[src/rtl/vend_pkg.sv]
// Shared definitions for the vending dispense scheduler.
// Holds the FSM state encodings, the job id codes reported on DONE_ID,
// the default pulse/gap lengths and a one-hot to job-id helper.
package vend_pkg;

  localparam int unsigned ST_W  = 2;
  localparam int unsigned ID_W  = 2;
  localparam int unsigned JOB_N = 3;

  localparam logic [ST_W-1:0] ST_IDLE = 2'd0;
  localparam logic [ST_W-1:0] ST_FIRE = 2'd1;
  localparam logic [ST_W-1:0] ST_GAP  = 2'd2;

  localparam logic [ID_W-1:0] ID_C = 2'b01;
  localparam logic [ID_W-1:0] ID_S = 2'b10;
  localparam logic [ID_W-1:0] ID_E = 2'b11;

  localparam int unsigned DEF_PULSE_TICKS = 5;
  localparam int unsigned DEF_GAP_TICKS   = 2;

  // One-hot job vector {E,S,C} to the reported job id.
  function automatic logic [ID_W-1:0] job_id(input logic [JOB_N-1:0] onehot);
    logic [ID_W-1:0] id;
    case (onehot)
      3'b001:  id = ID_C;
      3'b010:  id = ID_S;
      3'b100:  id = ID_E;
      default: id = 2'b00;
    endcase
    return id;
  endfunction

endpackage

[src/rtl/rr_arbiter3.sv]
// Three-way round-robin pick for the dispense scheduler.
// Ports:
//   pend_i    pending vector {E,S,C}
//   last_i    one-hot last grantee {E,S,C}; search starts after it
//   grant_c_o one-hot grant (combinational), zero when nothing pending
module rr_arbiter3
  import vend_pkg::*;
(
  input  logic [JOB_N-1:0] pend_i,
  input  logic [JOB_N-1:0] last_i,
  output logic [JOB_N-1:0] grant_c_o
);

  // Search order is C->S->E->C starting just after the last grantee.
  always_comb begin
    grant_c_o = '0;
    case (last_i)
      3'b001: begin
        if      (pend_i[1]) grant_c_o = 3'b010;
        else if (pend_i[2]) grant_c_o = 3'b100;
        else if (pend_i[0]) grant_c_o = 3'b001;
      end
      3'b010: begin
        if      (pend_i[2]) grant_c_o = 3'b100;
        else if (pend_i[0]) grant_c_o = 3'b001;
        else if (pend_i[1]) grant_c_o = 3'b010;
      end
      default: begin
        if      (pend_i[0]) grant_c_o = 3'b001;
        else if (pend_i[1]) grant_c_o = 3'b010;
        else if (pend_i[2]) grant_c_o = 3'b100;
      end
    endcase
  end

endmodule

[src/rtl/vend_dispense_scheduler.sv]
// Shares one actuator power stage between candy, soda and change eject.
// One-cycle requests are latched as pending bits, granted round-robin, and
// the grantee's actuator line is driven for PULSE_TICKS ticks followed by a
// GAP_TICKS cooldown. All outputs come straight from flops.
// Ports:
//   CLK, RST          clock, synchronous active-high reset
//   TICK              one-CLK timing enable for pulse/gap counting
//   REQ_C/S/E         one-cycle dispense/eject requests
//   ACT_C/S/E         actuator drives (at most one high)
//   BUSY              high while firing or cooling down
//   DONE, DONE_ID     one-cycle completion pulse and job id (01 C, 10 S, 11 E)
//   PEND              pending bits {E,S,C}
//   OVR               sticky: request seen while already pending
module vend_dispense_scheduler
  import vend_pkg::*;
#(
  parameter int unsigned PULSE_TICKS = DEF_PULSE_TICKS,
  parameter int unsigned GAP_TICKS   = DEF_GAP_TICKS,
  parameter int unsigned CNT_W       = 4
) (
  input  logic       CLK,
  input  logic       RST,
  input  logic       TICK,
  input  logic       REQ_C,
  input  logic       REQ_S,
  input  logic       REQ_E,
  output logic       ACT_C,
  output logic       ACT_S,
  output logic       ACT_E,
  output logic       BUSY,
  output logic       DONE,
  output logic [1:0] DONE_ID,
  output logic [2:0] PEND,
  output logic       OVR
);

  localparam logic [CNT_W-1:0] PULSE_LAST = CNT_W'(PULSE_TICKS - 1);
  localparam logic [CNT_W-1:0] GAP_LAST   = CNT_W'((GAP_TICKS == 0) ? 32'd0 : GAP_TICKS - 1);
  localparam bit               HAS_GAP    = (GAP_TICKS != 0);

  logic [ST_W-1:0]  state_q,   state_d;
  logic [CNT_W-1:0] cnt_q,     cnt_d;
  logic [JOB_N-1:0] act_q,     act_d;
  logic [JOB_N-1:0] pend_q,    pend_d;
  logic [JOB_N-1:0] ptr_q,     ptr_d;
  logic             ovr_q,     ovr_d;
  logic             done_q,    done_d;
  logic [ID_W-1:0]  done_id_q, done_id_d;
  logic             busy_q,    busy_d;

  logic [JOB_N-1:0] req;
  logic [JOB_N-1:0] grant_c;
  logic [JOB_N-1:0] clr;

  assign req = {REQ_E, REQ_S, REQ_C};

  rr_arbiter3 u_arb (
    .pend_i    (pend_q),
    .last_i    (ptr_q),
    .grant_c_o (grant_c)
  );

  // State and output registers; pointer resets to E so C is served first.
  always_ff @(posedge CLK) begin
    if (RST) begin
      state_q   <= ST_IDLE;
      cnt_q     <= '0;
      act_q     <= '0;
      pend_q    <= '0;
      ptr_q     <= 3'b100;
      ovr_q     <= 1'b0;
      done_q    <= 1'b0;
      done_id_q <= '0;
      busy_q    <= 1'b0;
    end else begin
      state_q   <= state_d;
      cnt_q     <= cnt_d;
      act_q     <= act_d;
      pend_q    <= pend_d;
      ptr_q     <= ptr_d;
      ovr_q     <= ovr_d;
      done_q    <= done_d;
      done_id_q <= done_id_d;
      busy_q    <= busy_d;
    end
  end

  // Next-state and next-output logic.
  always_comb begin
    state_d   = state_q;
    cnt_d     = cnt_q;
    act_d     = act_q;
    ptr_d     = ptr_q;
    done_d    = 1'b0;
    done_id_d = done_id_q;
    clr       = '0;

    case (state_q)
      ST_IDLE: begin
        act_d = '0;
        if (|pend_q) begin
          clr     = grant_c;
          ptr_d   = grant_c;
          act_d   = grant_c;
          cnt_d   = '0;
          state_d = ST_FIRE;
        end
      end
      ST_FIRE: begin
        if (TICK) begin
          if (cnt_q == PULSE_LAST) begin
            act_d     = '0;
            done_d    = 1'b1;
            done_id_d = job_id(act_q);
            cnt_d     = '0;
            state_d   = HAS_GAP ? ST_GAP : ST_IDLE;
          end else begin
            cnt_d = cnt_q + CNT_W'(1);
          end
        end
      end
      ST_GAP: begin
        act_d = '0;
        if (TICK) begin
          if (cnt_q == GAP_LAST) begin
            cnt_d   = '0;
            state_d = ST_IDLE;
          end else begin
            cnt_d = cnt_q + CNT_W'(1);
          end
        end
      end
      default: begin
        act_d   = '0;
        cnt_d   = '0;
        state_d = ST_IDLE;
      end
    endcase

    // A new request re-sets its bit even when it is being granted this cycle.
    pend_d = (pend_q & ~clr) | req;
    ovr_d  = ovr_q | (|(req & pend_q));
    busy_d = (state_d != ST_IDLE);
  end

  assign ACT_C   = act_q[0];
  assign ACT_S   = act_q[1];
  assign ACT_E   = act_q[2];
  assign BUSY    = busy_q;
  assign DONE    = done_q;
  assign DONE_ID = done_id_q;
  assign PEND    = pend_q;
  assign OVR     = ovr_q;

endmodule

[config.mk]
export PLATFORM = sky130hd
export DESIGN_NAME = vend_dispense_scheduler
export DESIGN_NICKNAME = d
export VERILOG_FILES = /design/src/rtl/vend_pkg.sv /design/src/rtl/rr_arbiter3.sv /design/src/rtl/vend_dispense_scheduler.sv
export SDC_FILE = /design/constraint.sdc
export NUM_CORES = 1
export LEC_CHECK = 0
export CORE_UTILIZATION = 51
export DETAILED_ROUTE_END_ITERATION = 8
export PLACE_DENSITY = 0.85
export RECOVER_POWER = 50
export SLEW_MARGIN = 10
export SYNTH_ARGS = -nofsm -noshare
export SYNTH_HDL_FRONTEND = slang
export SYNTH_SLANG_ARGS = --single-unit
[constraint.sdc]
create_clock -name CLK -period 2.5 [get_ports CLK]
set_clock_uncertainty 0.1 [all_clocks]
set_input_delay 0.5 -clock CLK [delete_from_list [all_inputs] [get_ports CLK]]
set_output_delay 0.5 -clock CLK [all_outputs]
set_load 0.02 [all_outputs]
Figure 1. Signal wires by layer.
(8 px per um)
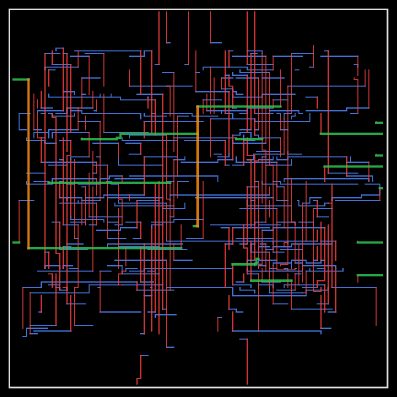
[blue] met1 | wire length: 948 um
[green] met3 | wire length: 97.0 um
[red] met2 | wire length: 1040 um
[orange] met4 | wire length: 36.0 um
via count: 900
total wire length: 2125 um

Figure 2. Sequential cells coloured by netlist name.
(10 px per um)
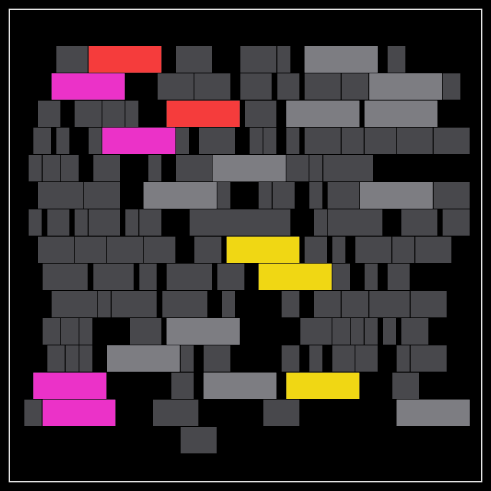
[red] DONE_ID | flops: 2
[yellow] ptr_q | flops: 3
[magenta] cnt_q | flops: 4
not coloured: 11
Post-Route Utilization: 0.6880
flop share of the area: 0.3197
register area: 400.4 um^2

Figure 3. Close-up of the layout.
Region (25, 2) to (45, 22) um. Cells in grey, sequential cells in the stronger grey; small squares are vias.
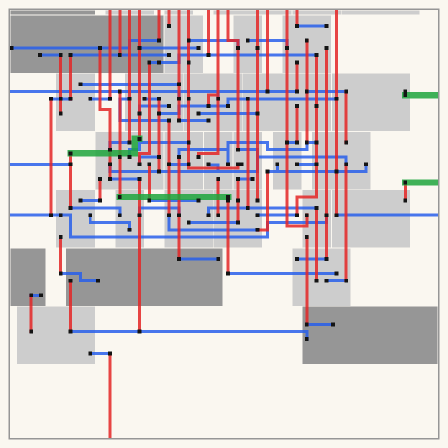
[red] met2
[green] met3
[blue] met1
cells with their middle in the window: 25
sequential cells in the window: 3
most frequent: dfxtp_1 (3), a21oi_1 (3), nor2_1 (3)
netlist names of flops here include: ptr_q (2), PEND (1)

Figure 4. Routing congestion map.
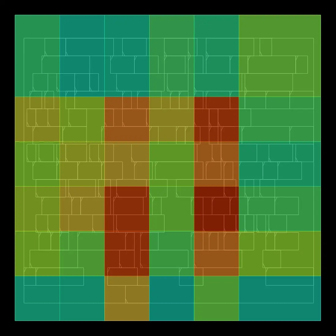
Tot GR Track Use: 0.2203
busiest grt layer: met2
met3 GRT Util: 0.06923
met1 usage: 0.2389
met2 usage: 0.3750

Figure 5. Clock wires, drivers and flops.
(6 px per um)
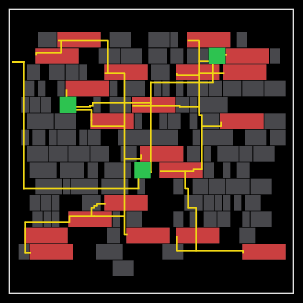
[red] flip-flops | count: 20
[green] cells driving clock nets | count: 3
[yellow] clock wires | length: 273 um
flops lie: all over the die
Clk. pwr: 0.195 mW
clock group share of total power: 0.258
Insertion Delay late pin: 0.31 ns

==> flow_summary.toml <==
# generated from flow reports
[status]
status = "completed"

[detailed_routing]
ant_nets = 0
first_iter_violations = 18
drc = 0
avgRoutedWirePerCell_um = 13.45
via_per_inst = 5.696
drt-met1-wl_um = 948
dr.max_layer_used = "met4"

[setup_path]
crit_type = "reg -> out"
path_buffers = 1
required_ns = 1.90
path_max_fanout = 9
timing.rr.end = "cnt_q[2]"
cp.depth = 1
critical_path.startpoint = "PEND[0]"
path_delay_family = "buffers and inverters"
r2r_cells = 6
worstPathArrival_ns = 1.49
cp-start-kind = "flip-flop"
endpoint_kind = "output port"
crit_end = "PEND[0]"

[power]
total_power_mw = 0.7544
sw_frac_of_total = 0.3148
power_frac_seq = 0.496
leakagePower_nw = 0.4671
ir_worst_vdd_mv = 0.4346
comb_cell_power_mw = 0.185
pwr-share-comb = 0.246

[worst_hold_path]
holdPathStages = 2
hold_class = "reg -> reg"

[synthesis]
yosys_warnings = 0
top_area_cell = "dfxtp_1"
synth_top_cell_by_count = "dfxtp_1"
ys_sh_xor = 0.01689
synth_nets = 128
area_leaders = "dfxtp_1, ha_1, nand2_1"
syn_avg_cell_area_um2 = 9.020
top_logic_kind = "AND-OR/OR-AND gates"
synth.distinct_cells = 40
syn_area_um2 = 1037
ys_sh_simple = 0.2135
ys_cells = 115
synthFlopType = "dfxtp_1"
top_area_frac = 0.3860

[placement]
place.gp.congestion = 0.8037
dp_hpwl_um = 1628
pre_cts_slack_ns = 0.2821

[sta]
period_needed_ns = 2.094
finalHoldViolCount = 0
fmax_mhz = 477.5
hold_slack_ns = 0.4090
fin_ws_ns = 0.4056
slew_headroom = 0.4745
rsz0062_at_grt = "false"
setup_viol = 0

[global_route]
grt_max_degree = 12
grt_pass1_vias = 800

[flow_run]
warnings = 31

[finish]
final-nonclk-buf-share = 0.1339
inverters = 7
mi_logic_area_um2 = 590.6
final_cell_mix = "dfxtp_1, nand2_1, clkdlybuf4s50_1"
dominant-cell-class = "multi-input combinational cells"
layout-drive-gt1-share = 0.08271
clk_share = 0.02897
diodes = 0
final_cells = 158
regMostFlops = "cnt_q"

[die]
die_w_um = 47.10
io_pins = 17
n_tap_cell = 25
fp_util = 0.5698

[clock_network]
root_buffer = "clkbuf_4"
ctsResizeCount = 0
ctsLongestPathBuffers = 2
Power is estimated from default activity; no workload was simulated.
